File: src/rtl/booth_seq_multiplier.sv
// Sequential radix-2 Booth multiplier: one add/sub-and-shift step per clock over N+1 iterations,
// with a start/busy/done handshake and a registered 2N-bit product.
module booth_seq_multiplier #(
  parameter int N = 8
) (
  input  logic           clk,
  input  logic           rst_n,
  input  logic           start,
  input  logic           is_signed,
  input  logic [N-1:0]   M,
  input  logic [N-1:0]   Q,
  output logic           busy,
  output logic           done,
  output logic [2*N-1:0] Z
);

  localparam int W  = N + 1;
  localparam int CW = $clog2(W + 1);
  localparam logic [CW-1:0] CNT_INIT = CW'(W);

  typedef enum logic [1:0] {IDLE, RUN, DONE} state_t;

  state_t               state_q, state_d;
  logic signed [W-1:0]  a_q, a_d;
  logic        [W-1:0]  qr_q, qr_d;
  logic                 q1_q, q1_d;
  logic signed [W-1:0]  mr_q, mr_d;
  logic        [CW-1:0] cnt_q, cnt_d;
  logic        [2*N-1:0] z_q, z_d;
  logic signed [W-1:0]  a_sum;
  logic                 accept;

  // One extra bit lets unsigned operands be treated as non-negative signed values.
  function automatic logic signed [W-1:0] ext_op(input logic [N-1:0] op, input logic sgn);
    return sgn ? {op[N-1], op} : {1'b0, op};
  endfunction

  always_ff @(posedge clk or negedge rst_n) begin
    if (!rst_n) begin
      state_q <= IDLE;
      a_q     <= '0;
      qr_q    <= '0;
      q1_q    <= 1'b0;
      mr_q    <= '0;
      cnt_q   <= '0;
      z_q     <= '0;
    end else begin
      state_q <= state_d;
      a_q     <= a_d;
      qr_q    <= qr_d;
      q1_q    <= q1_d;
      mr_q    <= mr_d;
      cnt_q   <= cnt_d;
      z_q     <= z_d;
    end
  end

  always_comb begin
    state_d = state_q;
    a_d     = a_q;
    qr_d    = qr_q;
    q1_d    = q1_q;
    mr_d    = mr_q;
    cnt_d   = cnt_q;
    z_d     = z_q;
    a_sum   = a_q;
    busy    = 1'b0;
    done    = 1'b0;
    accept  = 1'b0;

    case (state_q)
      IDLE: accept = start;
      RUN: begin
        busy = 1'b1;
        case ({qr_q[0], q1_q})
          2'b01:   a_sum = a_q + mr_q;
          2'b10:   a_sum = a_q - mr_q;
          default: a_sum = a_q;
        endcase
        // Arithmetic shift right of the {A, QR, q_1} chain.
        a_d   = {a_sum[W-1], a_sum[W-1:1]};
        qr_d  = {a_sum[0], qr_q[W-1:1]};
        q1_d  = qr_q[0];
        cnt_d = cnt_q - CW'(1);
        if (cnt_q == CW'(1)) begin
          z_d     = {a_d[N-2:0], qr_d};
          state_d = DONE;
        end
      end
      DONE: begin
        done   = 1'b1;
        accept = start;
        if (!start) state_d = IDLE;
      end
      default: state_d = IDLE;
    endcase

    if (accept) begin
      mr_d    = ext_op(M, is_signed);
      qr_d    = ext_op(Q, is_signed);
      a_d     = '0;
      q1_d    = 1'b0;
      cnt_d   = CNT_INIT;
      state_d = RUN;
    end
  end

  assign Z = z_q;

endmodule

File: config.mk
export PLATFORM = sky130hd
export DESIGN_NAME = booth_seq_multiplier
export DESIGN_NICKNAME = d
export VERILOG_FILES = /design/src/rtl/booth_seq_multiplier.sv
export SDC_FILE = /design/constraint.sdc
export NUM_CORES = 1
export LEC_CHECK = 0
export ABC_AREA = 0
export CORE_UTILIZATION = 55
export CTS_CLUSTER_DIAMETER = 150
export CTS_CLUSTER_SIZE = 40
export DETAILED_ROUTE_END_ITERATION = 7
export HOLD_SLACK_MARGIN = 0.02
export PLACE_DENSITY = 0.83
export SETUP_SLACK_MARGIN = 0.3
export SYNTH_ARGS = -nofsm -noshare
export SYNTH_HDL_FRONTEND = slang
export SYNTH_SLANG_ARGS = --single-unit
File: constraint.sdc
create_clock -name clk -period 6.9 [get_ports clk]
set_clock_uncertainty 0.2 [all_clocks]
set_input_delay 1.38 -clock clk [delete_from_list [all_inputs] [get_ports clk]]
set_output_delay 1.38 -clock clk [all_outputs]
set_load 0.005 [all_outputs]
Fig. 1: run 1, clock wires, drivers and flops
Scale: 4 px per um.
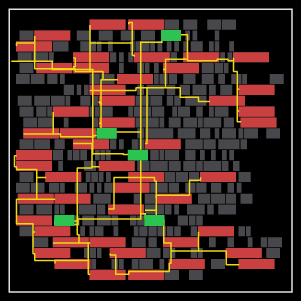
flip-flops -> red  # count 49
cells driving clock nets -> green  # count 5
clock wires -> yellow  # length 591 um
routed clock nets = 6
flops lie = all over the die
Worst-Skew Late Latency: 310 ps
Power Clock: 177 uW
Clock Power Share: 9.4%

Fig. 2: run 1, close-up of the layout
Region (43, 8) to (63, 28) um. Cells in gray, sequential cells in the stronger gray; small squares are vias.
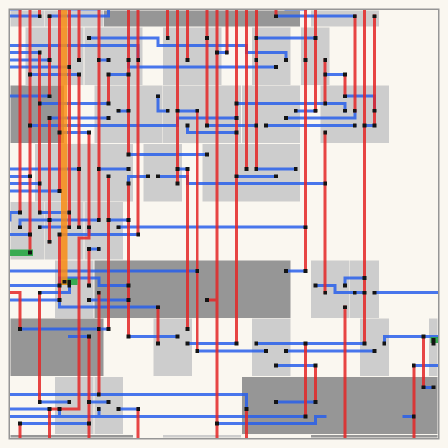
met1 -> blue
met4 -> orange
met3 -> green
met2 -> red
netlist names of flops here include = `Z` (1), `a_q` (1)
sequential cells in the window = 2
most frequent = o21ai_0 (5), nand2_1 (4)
cells with their middle in the window = 25

Fig. 3: run 1, sequential cells grouped by signal name
Scale: 6 px per um. Other sequential cells in the stronger gray, the rest of the logic in the fainter gray.
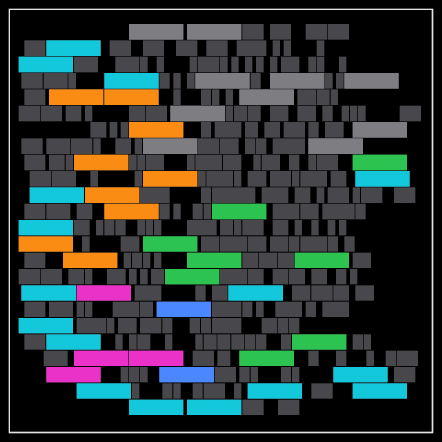
`a_q` -> green  # placed flops 8
`qr_q` -> orange  # placed flops 9
`state_q` -> blue  # placed flops 2
`cnt_q` -> magenta  # placed flops 4, where south-west
`Z` -> cyan  # placed flops 16, where all over the die
not colored = 10
FF+latch area: 0.00123 mm^2
fin util: 68.8%

Fig. 4: run 1, routing congestion
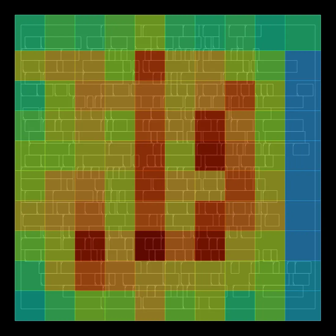
GRT met1 Usage: 31.7%
Global Route Usage Sum: 25.0%
drt wl/cell: 16.0 um
Global Route met3 Usage: 4.18%
met2 Use GR: 42.5%

run 1: registers in the layout, indices dropped and copies added, names as in the netlist:
| signal | cells |
|---|---|
| mr_q | 9 |
| Z | 16 |
| qr_q | 9 |
| a_q | 8 |
| state_q | 2 |
| cnt_q | 4 |
| q1_q | 1 |
run 1: metal layers:
layer | track usage [%] | up-vias
met1 | 31.7 | 993
met4 | 10.0 | 0
met2 | 42.5 | 42
met5 | 0 | -
li1 | - | 982
met3 | 4.18 | 10
run 1: worst max-delay path by stage:
stage                     cells after the start                  end                   start  slack (ps)
final                                         3                 busy  state_q[1]$_DFFE_PN0P_        3300
after global routing                          3                 busy  state_q[1]$_DFFE_PN0P_        3160
after CTS                                     3                 busy  state_q[1]$_DFFE_PN0P_        3320
after detailed placement                      6  qr_q[1]$_DFFE_PN0P_                   start        3570
after global placement                        5   a_q[6]$_DFFE_PN0P_                   start        3610
after floorplan                              10    Z[15]$_DFFE_PN0P_        q1_q$_DFFE_PN0P_        4390
run 1: final cells by class:
type | count | area, um^2 | area share, %
tap | 52 | 65.1 | 2.14
clock inverter | 1 | 7.51 | 0.247
inverter | 11 | 41.3 | 1.36
timing repair buffer | 38 | 373 | 12.3
sequential | 49 | 1230 | 40.4
clock buffer | 6 | 82.6 | 2.72
multi-input combinational | 193 | 1240 | 40.9
run 1: worst max-delay path, delay by kind of cell (launching register included):
| family | cells | cell delay (ps) |
|---|---|---|
| buffers and inverters | 2 | 930 |
| AND/OR/NAND/NOR | 1 | 410 |
| flip-flops | 1 | 380 |
==> GITHUB_STEP_SUMMARY, run 1 <==
## Synthesis and layout report

| Metric | Value |
|---|---|
| GR Overflow Total | `0` |
| Area fraction in mux cells | `approximately 6%` |
| Fp util | `slightly below 60%` |
| Post-Synth Adder-Cell Area | `6.63%` |
| Initial antenna violation count | `0` |
| Hold_sp | `Z[9]$_DFFE_PN0P_` |
| Top cells by count | `nand2_1 (57), dfrtp_1 (49), o21ai_0 (20)` |
| Switching portion of total power | `44.8%` |
| CP endpoint kind | `primary output` |
| Most common cell in the netlist | `nand2_1` |
| Slowest stage delay, CP | `560 ps` |
| Post-cts gate resize count | `0` |
| Hold path cells | `2` |
| Ant. Diodes | `0` |
| CP Data Required Time | `5320 ps` |
| OpenROAD warning count | `27` |
| Syn Inst Count | `266` |
| R2R Path End | `a_q[7]$_DFFE_PN0P_` |
| Setup TNS | `0 ps` |
| Met2 WL | `2.90 mm` |
| Register share after synthesis | `approximately 48%` |
| Worst Hold End | `Z[9]$_DFFE_PN0P_` |
| Status | `finished clean` |
| Final worst-path cycle share | `52.2%` |
| M1 wire length | `2.43 mm` |
| PnR Total Power | `1880 uW` |
| Max Cap Viol | `0` |
| Hold-fix buffers at CTS | `0` |
| Worst-path cell chain | `nand2b_1, inv_2, clkdlybuf4s50_1` |
| Final min period | `about 3600 ps` |
| Total die area | `0.00494 mm^2` |
| Fill cell count | `about 350` |
| Setup slack after layout | `3300 ps` |
| Vias per cell | `5.79` |
| Logic gate share of total power | `62.0%` |
| PwrDens | `619 mW/mm^2` |
| Max IR drop VDD | `around 0.34 mV` |
| Most common logic cells in the final layout | `nand2_1 (57), dfrtp_1 (49), clkdlybuf4s50_1 (36)` |
| First-pass detailed-route iteration total | `4` |
| CTS Buffer Depth | `2` |
| Root buf cell | `clkbuf_8` |
| Most common reg cell | `dfrtp_1` |
| EDFF count, synth | `0` |
| Hold Fails Final Rpt | `0` |
| RR Startpoint | `mr_q[3]$_DFFE_PN0P_` |
| Fmax | `approximately 280 MHz` |
| Int Power | `between 1000 and 1500 uW` |
| Main kind of combinational logic by area | `AND-OR/OR-AND gates` |
| Routed wl met3 | `189 um` |
| Worst r2r path cells | `9` |
| First-pass GRT wire length | `between 9 and 10 mm` |
| Die height | `70.3 um` |
| Area leader share | `a little under half` |
| Pwr top | `combinational cells` |
| Xor/xnor share | `4.10%` |
| Fin area | `just over 0.003 mm^2` |
| Clk sink count | `49` |
| Reg-to-reg slack, setup | `about 4000 ps` |
| YS chip area | `between 0.002 and 0.003 mm^2` |
| Largest net degree at the start of global routing | `50` |
| Worst Hold Class | `reg2reg` |
| Nets | `331` |
| Critical path's slowest cell | `clkdlybuf4s50_1` |
| Layout cell share with drive strength beyond 1 | `under 10%` |
==> inputs of run 2 (changes only) <==
--- a/config.mk
+++ b/config.mk
@@ -6,12 +6,12 @@
 export NUM_CORES = 1
 export LEC_CHECK = 0
 export ABC_AREA = 0
-export CORE_UTILIZATION = 55
+export CORE_UTILIZATION = 54
 export CTS_CLUSTER_DIAMETER = 150
 export CTS_CLUSTER_SIZE = 40
 export DETAILED_ROUTE_END_ITERATION = 7
 export HOLD_SLACK_MARGIN = 0.02
-export PLACE_DENSITY = 0.83
+export PLACE_DENSITY = 0.82
 export SETUP_SLACK_MARGIN = 0.3
 export SYNTH_ARGS = -nofsm -noshare
 export SYNTH_HDL_FRONTEND = slang
==> constraint.sdc (replaced) <==
create_clock -name clk -period 3.7 [get_ports clk]
set_clock_uncertainty 0.2 [all_clocks]
set_input_delay 0.74 -clock clk [delete_from_list [all_inputs] [get_ports clk]]
set_output_delay 0.74 -clock clk [all_outputs]
set_load 0.005 [all_outputs]
Fig. 5: run 2, close-up of the layout
Region (43, 8) to (63, 28) um. Cells in gray, sequential cells in the stronger gray; small squares are vias.
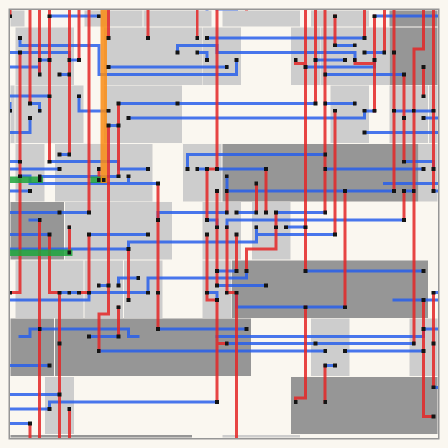
met1 -> blue
met3 -> green
met4 -> orange
met2 -> red
sequential cells in the window = 4
cells with their middle in the window = 26
most frequent = nand2_1 (5), o21ai_0 (5), dfrtp_1 (4)
netlist names of flops here include = `Z` (2), `a_q` (2)

==> GITHUB_STEP_SUMMARY, run 2 <==
## Synthesis and layout report

| Metric | Value |
|---|---|
| Status | `finished clean` |
| Vias per cell | `5.79 (about the same)` |
| Most common reg cell | `dfrtp_1` |
| Fin area | `0.00309 mm^2 (+1.6%)` |
| CP startpoint | `mr_q[4]$_DFFE_PN0P_` |
| RR Startpoint | `mr_q[4]$_DFFE_PN0P_` |
| Largest net degree at the start of global routing | `33 (-34%)` |
| Setup slack after layout | `840 ps (-2460 ps)` |
| Hold-fix buffers at CTS | `0 (unchanged)` |
| PnR Total Power | `3560 uW (+89%)` |
| Critical path's top delay family | `AND-OR/OR-AND gates` |
| Most common cell in the netlist | `nand2_1` |
| Fin util | `69.0% (+0.17 points)` |
| Pwr top | `combinational cells` |
| Most common logic cells in the final layout | `nand2_1 (57), dfrtp_1 (49), clkdlybuf4s50_1 (36)` |
| Clk sink count | `49 (unchanged)` |
| EDFF count, synth | `0 (unchanged)` |
| Fmax | `350 MHz` |
| Final min period | `between 2000 and 3000 ps` |
| R2R Path End | `a_q[7]$_DFFE_PN0P_` |
| Clock Power Share | `11.3% (+1.9 points)` |
| Post-cts gate resize count | `0 (unchanged)` |
| Nets | `334 (+0.91%)` |
| Drt wl/cell | `16.0 um (-0.48%)` |
| Worst-Skew Late Latency | `320 ps (about the same)` |
| Max Cap Viol | `0 (unchanged)` |
| Worst-path cell chain | `nor3_1, a31oi_1, xnor2_1, ha_1, a2111oi_2, o21a_1, a211oi_2, o21ai_1, mux2i_1` |
| PwrDens | `1150 mW/mm^2 (+86%)` |
| Die height | `70.9 um (+0.90%)` |
| YS chip area | `0.00256 mm^2 (unchanged)` |
| First-pass GRT wire length | `9.56 mm (-0.93%)` |
| Worst Hold Class | `in2async` |
| First-pass detailed-route iteration total | `6 (+2)` |
| GR Overflow Total | `0 (unchanged)` |
| Initial antenna violation count | `0 (unchanged)` |
| Max IR drop VDD | `0.563 mV (+63%)` |
| CP Data Required Time | `3750 ps (-1570 ps)` |
## run 2: cell types whose count changed in the layout (fill, tap and decap cells not counted)
cell,previous run,this run
clkbuf_8,6,5
inv_6,0,2
bufinv_16,0,1
buf_4,1,4
clkinvlp_4,1,0
## run 2: cell families (layout without fill, tap and decap cells)
family / Yosys count / after routing / synth area share, %
simple gates: 93 / 93 / 15.9
buf+inv: 24 / 60 / 3.76
mux: 14 / 14 / 5.85
xor+xnor: 12 / 12 / 4.10
compound gates: 61 / 61 / 16.0
fa+ha+maj: 13 / 13 / 6.63
flops: 49 / 49 / 47.8
## run 2: per-layer routing
| layer | vias up | wire, um | global-route usage, % |
|---|---|---|---|
| met5 | - | 0 | 0 |
| met4 | 0 | 82 | 9.11 |
| met3 | 9 | 299 | 6.55 |
| met2 | 65 | 2830 | 41.6 |
| met1 | 988 | 2440 | 30.5 |
| li1 | 988 | - | - |
## run 2: worst max path at each step
stage                                    end  depth (start not counted)
after floorplan            Z[15]$_DFFE_PN0P_                         10
after CTS                 a_q[7]$_DFFE_PN0P_                          9
after global routing      a_q[7]$_DFFE_PN0P_                          9
after detailed placement  a_q[7]$_DFFE_PN0P_                          9
final                     a_q[7]$_DFFE_PN0P_                          9
after global placement    a_q[7]$_DFFE_PN0P_                          9
## run 2: cell type report
type	count	area [um^2]	area share (%)
clock buffer	5	68.8	2.23
inverter	11	41.3	1.34
multi-input combinational	193	1240	40.3
clock inverter	3	47.5	1.54
sequential	49	1230	39.7
timing repair buffer	41	395	12.8
tap	52	65.1	2.11
## run 2: worst register-to-register path, delay by kind of cell, from the launching register on
kind,cells,cell delay [ps]
AND-OR/OR-AND,5,960
XOR/XNOR,1,170
adder cells (fa/ha/maj),1,360
flip-flops,1,440
multiplexers,1,200
AND/OR/NAND/NOR,1,460
Power and IR drop assume default switching activity.
